## src/rtl/priority_arbiter_if.sv

```systemverilog
// Request/grant bundle for priority_arbiter: requesters drive req/mode,
// the arbiter returns the registered grant.
interface priority_arbiter_if #(
    parameter int unsigned N = 8
);
    localparam int unsigned W = $clog2(N);

    logic [N-1:0] req;
    logic         mode;
    logic [W-1:0] gnt_idx;
    logic [N-1:0] gnt;
    logic         valid;

    modport master (output req, output mode, input gnt_idx, input gnt, input valid);
    modport slave  (input req, input mode, output gnt_idx, output gnt, output valid);
endinterface

```

## src/rtl/priority_arbiter.sv

```systemverilog
// N-way arbiter with fixed-priority or round-robin selection, hold-until-release
// grants and optional round-robin pre-emption after MAX_HOLD cycles.
module priority_arbiter #(
    parameter int unsigned N        = 8,
    parameter int unsigned MAX_HOLD = 16
) (
    input  logic              clk,
    input  logic              rst_n,
    priority_arbiter_if.slave bus
);
    localparam int unsigned W        = $clog2(N);
    localparam logic [7:0]  HOLD_LIM = (MAX_HOLD == 0) ? 8'd0 : 8'(MAX_HOLD - 1);

    typedef enum logic {IDLE, GRANT} state_t;

    state_t       state;
    logic [W-1:0] gnt_idx;
    logic [N-1:0] gnt;
    logic         valid;
    logic [W-1:0] ptr;
    logic [7:0]   hold_cnt;
    logic         mode_q;

    logic [N-1:0] others;
    logic [N-1:0] arb_req;
    logic [W-1:0] arb_win;
    logic         hold_own;
    logic         preempt;
    logic         issue;
    logic         release_gnt;

    // Highest set index wins.
    function automatic logic [W-1:0] fixed_pick(input logic [N-1:0] r);
        logic [W-1:0] win;
        win = '0;
        for (int unsigned i = 0; i < N; i++) begin
            if (r[W'(i)]) win = W'(i);
        end
        return win;
    endfunction

    // Descending search starting just below the last grantee, wrapping at 0.
    function automatic logic [W-1:0] rr_pick(input logic [N-1:0] r, input logic [W-1:0] p);
        logic [W-1:0] win;
        logic         found;
        int unsigned  k;
        win   = '0;
        found = 1'b0;
        for (int unsigned i = 1; i <= N; i++) begin
            k = (32'(p) + N - i) % N;
            if (!found && r[W'(k)]) begin
                win   = W'(k);
                found = 1'b1;
            end
        end
        return win;
    endfunction

    // Re-arbitration from GRANT always excludes the current grantee.
    always_comb begin
        hold_own    = bus.req[gnt_idx];
        others      = bus.req & ~(N'(1) << gnt_idx);
        preempt     = (MAX_HOLD != 0) && mode_q && (hold_cnt == HOLD_LIM) && (|others);
        arb_req     = (state == IDLE) ? bus.req : others;
        arb_win     = bus.mode ? rr_pick(arb_req, ptr) : fixed_pick(arb_req);
        issue       = 1'b0;
        release_gnt = 1'b0;
        if (state == IDLE) begin
            issue = |bus.req;
        end else if (!hold_own) begin
            issue       = |others;
            release_gnt = ~(|others);
        end else begin
            issue = preempt;
        end
    end

    always_ff @(posedge clk or negedge rst_n) begin
        if (!rst_n) begin
            state    <= IDLE;
            gnt_idx  <= '0;
            gnt      <= '0;
            valid    <= 1'b0;
            ptr      <= '0;
            hold_cnt <= '0;
            mode_q   <= 1'b0;
        end else if (issue) begin
            state    <= GRANT;
            gnt_idx  <= arb_win;
            gnt      <= N'(1) << arb_win;
            valid    <= 1'b1;
            ptr      <= arb_win;
            hold_cnt <= '0;
            mode_q   <= bus.mode;
        end else if (release_gnt) begin
            state    <= IDLE;
            gnt_idx  <= '0;
            gnt      <= '0;
            valid    <= 1'b0;
            hold_cnt <= '0;
        end else if ((state == GRANT) && (hold_cnt != 8'hFF)) begin
            hold_cnt <= hold_cnt + 8'd1;
        end
    end

    assign bus.gnt_idx = gnt_idx;
    assign bus.gnt     = gnt;
    assign bus.valid   = valid;
endmodule

```

## src/flat_wrapper.sv

```systemverilog
// flat-port wrapper written by rule: the top's interface ports become plain ports
module priority_arbiter_flat 
#(
    parameter int unsigned N        = 8,
    parameter int unsigned MAX_HOLD = 16
)
  (clk, rst_n, bus_req, bus_mode, bus_gnt_idx, bus_gnt, bus_valid);
  priority_arbiter_if #(.N(N)) bus_i ();
  input  logic clk;
  input  logic rst_n;
  input wire logic [$bits(bus_i.req)-1:0] bus_req;
  input wire logic [$bits(bus_i.mode)-1:0] bus_mode;
  output wire logic [$bits(bus_i.gnt_idx)-1:0] bus_gnt_idx;
  output wire logic [$bits(bus_i.gnt)-1:0] bus_gnt;
  output wire logic [$bits(bus_i.valid)-1:0] bus_valid;
  assign bus_i.req = bus_req;
  assign bus_i.mode = bus_mode;
  assign bus_gnt_idx = bus_i.gnt_idx;
  assign bus_gnt = bus_i.gnt;
  assign bus_valid = bus_i.valid;
  priority_arbiter #(.N(N), .MAX_HOLD(MAX_HOLD)) u_core (.clk(clk), .rst_n(rst_n), .bus(bus_i));
endmodule
```

## config.mk

```make
export PLATFORM = sky130hd
export DESIGN_NAME = priority_arbiter_flat
export DESIGN_NICKNAME = d
export VERILOG_FILES = /design/src/rtl/priority_arbiter_if.sv /design/src/rtl/priority_arbiter.sv /design/src/flat_wrapper.sv
export SDC_FILE = /design/constraint.sdc
export NUM_CORES = 1
export LEC_CHECK = 0
export CORE_MARGIN = 10
export CORE_UTILIZATION = 30
export CTS_BUF_LIST = sky130_fd_sc_hd__clkbuf_2
export CTS_CLUSTER_SIZE = 12
export DETAILED_ROUTE_END_ITERATION = 12
export GPL_TIMING_DRIVEN = 0
export PLACE_DENSITY_LB_ADDON = 0.25
export SLEW_MARGIN = 20
export SYNTH_ARGS = -nofsm -noshare
export SYNTH_HDL_FRONTEND = slang
export SYNTH_SLANG_ARGS = --single-unit
export TNS_END_PERCENT = 20
```

## constraint.sdc

```tcl
create_clock -name clk -period 4.22 [get_ports clk]
set_input_delay 0.844 -clock clk [delete_from_list [all_inputs] [get_ports clk]]
set_output_delay 0.844 -clock clk [all_outputs]
set_load 0.01 [all_outputs]
```

==> flow report <==
========================================================================================================
Maximum root-to-sink buffer count .........................................................            2
Highest clock rate ........................................................................      250 MHz
Number of warnings issued by yosys ........................................................            0
Wire length of the first global-routing pass ..............................................     14500 um
Proportion of power drawn by combinational gates ..........................................        84.9%
Final-report hold violation count .........................................................            0
Syn Std Cell Area .........................................................................   2740 sq um
Number of gates resized after CTS .........................................................            1
Vias per inst .............................................................................         6.17
Fin Hold WS ...............................................................................       461 ps
Critical Path End Type ....................................................................         flop
Placement Rows ............................................................................           34
CP delay by family, top ................................................................... AND-OR/OR-AND gates
Final cycle utilization of the critical path ..............................................        94.8%
Log Warnings ..............................................................................           27
Post-synth EDFFs ..........................................................................            0
Area growth from synthesis to layout ......................................................        12.2%
Full die area .............................................................................  13400 sq um
Synth Instances ...........................................................................          328
CTS tree ..................................................................................         done
Initial DRT Pass Iterations ...............................................................            5
Hold_buf cts ..............................................................................            0
Critical R2R Launch ....................................................................... u_core.ptr[0]
Smallest setup slack after layout .........................................................       220 ps
Mean cell area of the mapped netlist ......................................................   8.37 sq um
Antenna violations before repair ..........................................................            0
Post-synthesis sequential area ratio ......................................................        21.9%
Root buffer cell .......................................................................... sky130_fd_sc_hd__clkbuf_2
Max incr delay on CP ......................................................................       680 ps
DRC violation count after routing .........................................................            0
Layout cells sized above 1 ................................................................        14.7%
CP max FO .................................................................................           10
Global route overflow .....................................................................            0
Post-CTS clock slew at the launch and capture registers of the worst setup and hold paths .       210 ps
Flops out of synthesis ....................................................................           24
Startpoint class of the critical path .....................................................         flop
Initial standard-cell utilization of the core .............................................        31.2%
Master of the slowest instance on the critical path ....................................... sky130_fd_sc_hd__o32ai_1
Post-DP HPWL ..............................................................................      6820 um
Fraction of power spent switching nets ....................................................        55.0%
Total internal power ......................................................................      1.35 mW
DRT antenna net count .....................................................................            0
Tightest slew margin relative to the limit ................................................        49.7%
Post-synthesis chip area from yosys .......................................................   2740 sq um
Clock power share .........................................................................         2.7%
Avg WL per Cell ...........................................................................      19.4 um
Fin. max-slew vios ........................................................................            0
FF-to-FF setup slack ......................................................................       220 ps
Worst setup path startpoint ............................................................... u_core.ptr[0]
Level count of the clock H-tree ...........................................................            1
Pre-CTS setup slack .......................................................................     -85.0 ps
Dominant Register Cell .................................................................... sky130_fd_sc_hd__dfrtp_1
Gpl congestion ............................................................................        0.939
Yosys cell count ..........................................................................          328
Number of nets at floorplan ...............................................................          342
Maximum number of pins on one net before global-route repair ..............................           25
Buffer count from post-CTS setup fixing ...................................................            0
Vias in the first global route ............................................................         2709
Final clock skew ..........................................................................      14.5 ps
Final WL ..................................................................................      8800 um
RSZ-0062 raised after global routing ......................................................        false
Sink Count ................................................................................           24
Clk latency late pin ......................................................................       320 ps
Critical path, cell by cell ............................................................... inv_1 > clkbuf_2 > ha_1 > clkbuf_2 > o32ai_1 > mux4_2 > mux2_4 > a221oi_2 > a221oi_2 > o21a_1 > o41ai_1
Critical path buffers and inverters .......................................................            3
Static leakage power ......................................................................      1.21 nW
# setup viols final .......................................................................            0
Class of the tightest hold or removal check ...............................................     in2async
Net count of the finished layout ..........................................................          362
Min Clock Period, post-route ..............................................................      4000 ps
Result of the run .........................................................................    completed
Req. time, crit path ......................................................................      4430 ps
Type of the setup path with the least slack ...............................................      reg2reg
Proportion of register bits with asynchronous set or reset after synthesis ................         100%
Transition time of the tightest slew-check pin ............................................       755 ps
Overall Global Routing Usage ..............................................................        13.2%
# diodes ..................................................................................            0
Sequential share of power .................................................................        12.4%
Number of DRC markers after the initial detailed-route iteration ..........................          245
Count of cell types in the netlist ........................................................           81
Max-Cap Viols .............................................................................            0
Number of buffers created by CTS ..........................................................            3
Routed vias ...............................................................................         2799
CP arrival ................................................................................      4210 ps
Net Sw Power ..............................................................................      1.65 mW
Power Density .............................................................................  974 nW/um^2
========================================================================================================
final cells by class:
| cell class | count | area [sq um] | share of cell area (%) |
|---|---|---|---|
| inverters | 14 | 52.6 | 1.71 |
| clock buffers | 3 | 15.0 | 0.488 |
| flip-flops and latches | 24 | 603 | 19.6 |
| well taps | 108 | 135 | 4.39 |
| plain buffers | 23 | 128 | 4.14 |
| multi-input cells | 264 | 1970 | 64.0 |
| repair buffers | 18 | 175 | 5.69 |
synth_stat cells, drive strengths merged, types with 6 or more instances:
library cell | count | area, sq um
nand2 | 36 | 135
nor2 | 26 | 97.6
dfrtp | 24 | 601
clkbuf | 16 | 61.3
nand3 | 16 | 80.1
inv | 14 | 52.6
nand2b | 11 | 68.8
o32ai | 11 | 96.3
a21oi | 10 | 50.1
buf | 10 | 73.8
o21ai | 10 | 53.8
mux2i | 8 | 80.1
mux4 | 7 | 158
o221ai | 7 | 61.3
and2 | 6 | 37.5
and3 | 6 | 37.5
nor3 | 6 | 35.0
o22ai | 6 | 37.5
o31ai | 6 | 45.0
sequential cells by signal, summed over array words and instances, names as in the netlist:
name and count:
u_core.bus.valid 1, u_core.bus.gnt_idx 3, u_core.bus.gnt 8, u_core.mode_q 1, u_core.hold_cnt 8, u_core.ptr 3
per-stage QoR:
stage	power (mW)	setup TNS (ps)	cells	instance area, sq um
6_report	3.00	0	454	3080
5_1_grt	3.26	0	454	3080
4_1_cts	2.97	0	456	3070
3_5_place_dp	2.87	-265	454	3060
3_3_place_gp	2.86	-225	454	3060
2_1_floorplan	2.23	0	328	2740
final timing paths:
check,cells past startpoint,endpoint
setup / recovery,11,u_core.bus.gnt[0]
hold / removal,1,u_core.hold_cnt[1]
setup reg to reg,11,u_core.bus.gnt[0]
hold reg to reg,2,u_core.bus.gnt[3]
max in group asynchronous,1,u_core.ptr[1]
min in group clk,2,u_core.bus.gnt[3]
power groups by stage:
stage | clock (mW) | sequential (mW) | combinational (mW)
6_report | 0.0808 | 0.373 | 2.55
5_1_grt | 0.0970 | 0.385 | 2.78
4_1_cts | 0.0872 | 0.362 | 2.52
3_5_place_dp | 0 | 0.356 | 2.52
3_3_place_gp | 0 | 0.352 | 2.51
2_1_floorplan | 0 | 0.361 | 1.87
placed cells by master, fill, tap and decap left out, drive strengths merged, types with 4 or more instances in the layout:
master	netlist	routed
o22ai	6	6
xnor2	5	5
o31ai	6	6
a21oi	10	10
o2111ai	5	5
clkdlybuf4s50	0	17
nand2b	11	11
nand2	36	36
o41ai	5	5
and2	6	6
xor2	4	4
clkbuf	16	16
mux2i	8	8
mux4	7	7
inv	14	14
nor3	6	6
o21ai	10	10
buf	10	11
o221ai	7	7
and3	6	6
dfrtp	24	24
nor2	26	26
nand3	16	16
o32ai	11	11
cells by family after synthesis:
group,count (synthesis),synth area share [%]
xor+xnor,9,3.15
buf+inv,40,6.84
flops,24,21.9
fa+ha+maj,3,1.37
compound gates,96,28.0
simple gates,138,28.8
mux,18,10.0
metal layers:
layer  GRT usage, %  up-vias  part of all wire, %
met5              0        -                    0
met4           3.59        0                  1.5
met3           1.65       10                  8.4
met2           20.4      139                   44
met1           18.8     1339                   46
li1               -     1311                    -
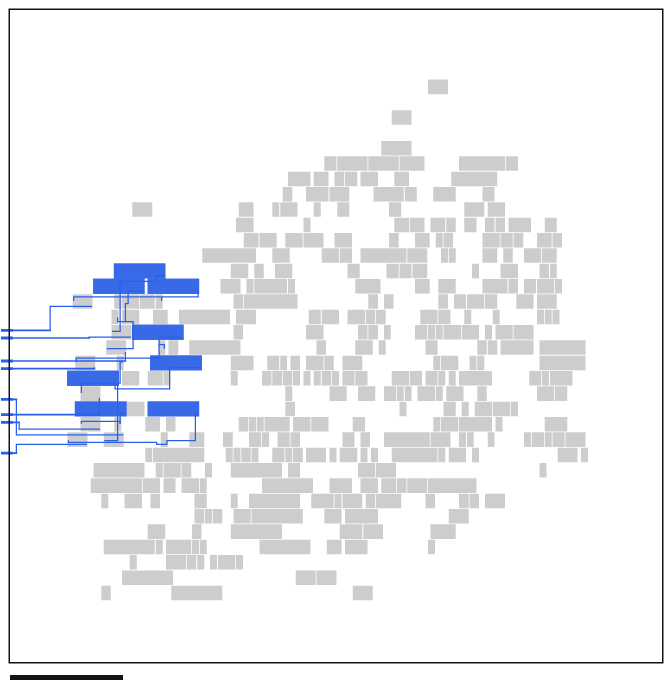
(images/io_fan.png)
Scale bar: 20 um.
legend:
  blue:
    port: `bus_gnt`
    direction: output
    end_cells: 8
    buffers: 8
    wire: 325 um
count of pins on the block boundary: 23
# port buffers: 18

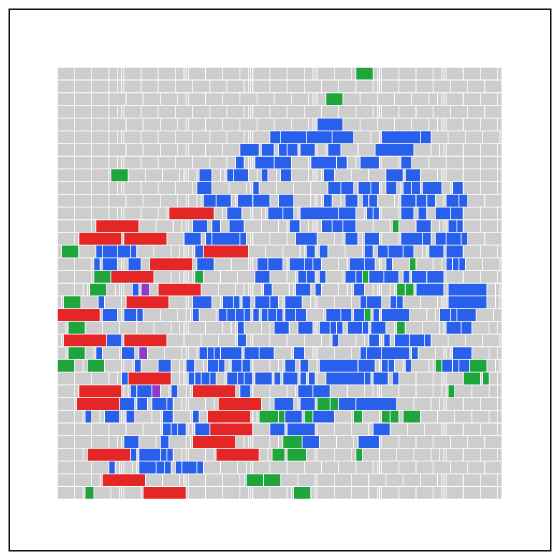
(images/placement_by_type.png)
Fill, decap, tap and diode cells in grey.
legend:
  red:
    class: sequential cells
    cells: 24
  blue:
    class: combinational and other logic
    cells: 278
  purple:
    class: clock drivers
    cells: 3
  green:
    class: remaining buffers and delay cells
    cells: 41
share of the core filled with cells in the final layout: 35.0%
Non-Filler Cell Area, Final: 3080 sq um

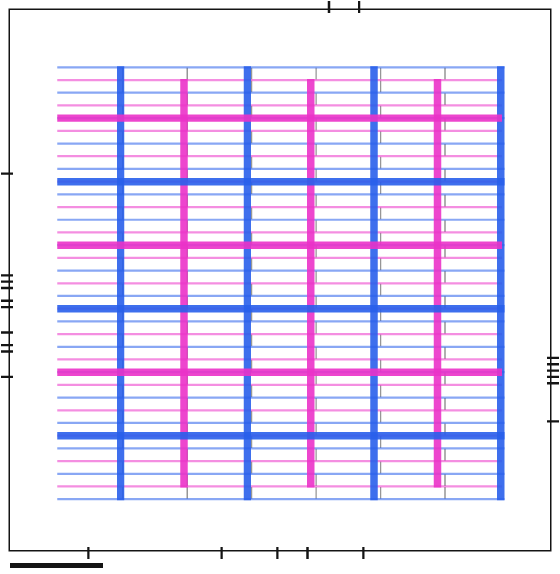
(images/power_grid.png)
Scale bar: 20 um. Pins as bars on the die edge. Tap cells in grey.
legend:
  magenta:
    net: VDD
  blue:
    net: VSS
signal pins: 23
met4 straps: 7
met1 rails: 35
met5 straps: 6
Die Ht: 116 um
placeable core region: 8810 sq um
horizontal extent of the die: 116 um
highest ir drop seen on vdd: 225 uV

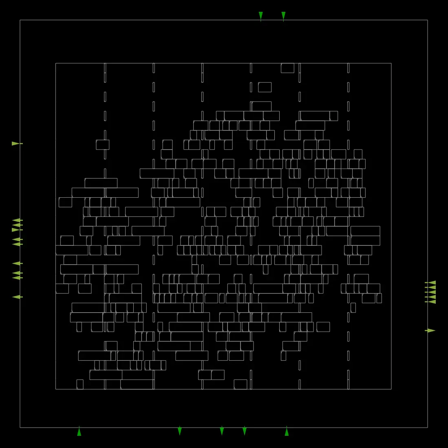
(images/placement.png)
final-layout fill cell count: 923
Flop Count: 24
fraction of area in registers: 19.6%
fin cells: 454

Power figures rest on the tool's default switching activity, not on a simulated workload.
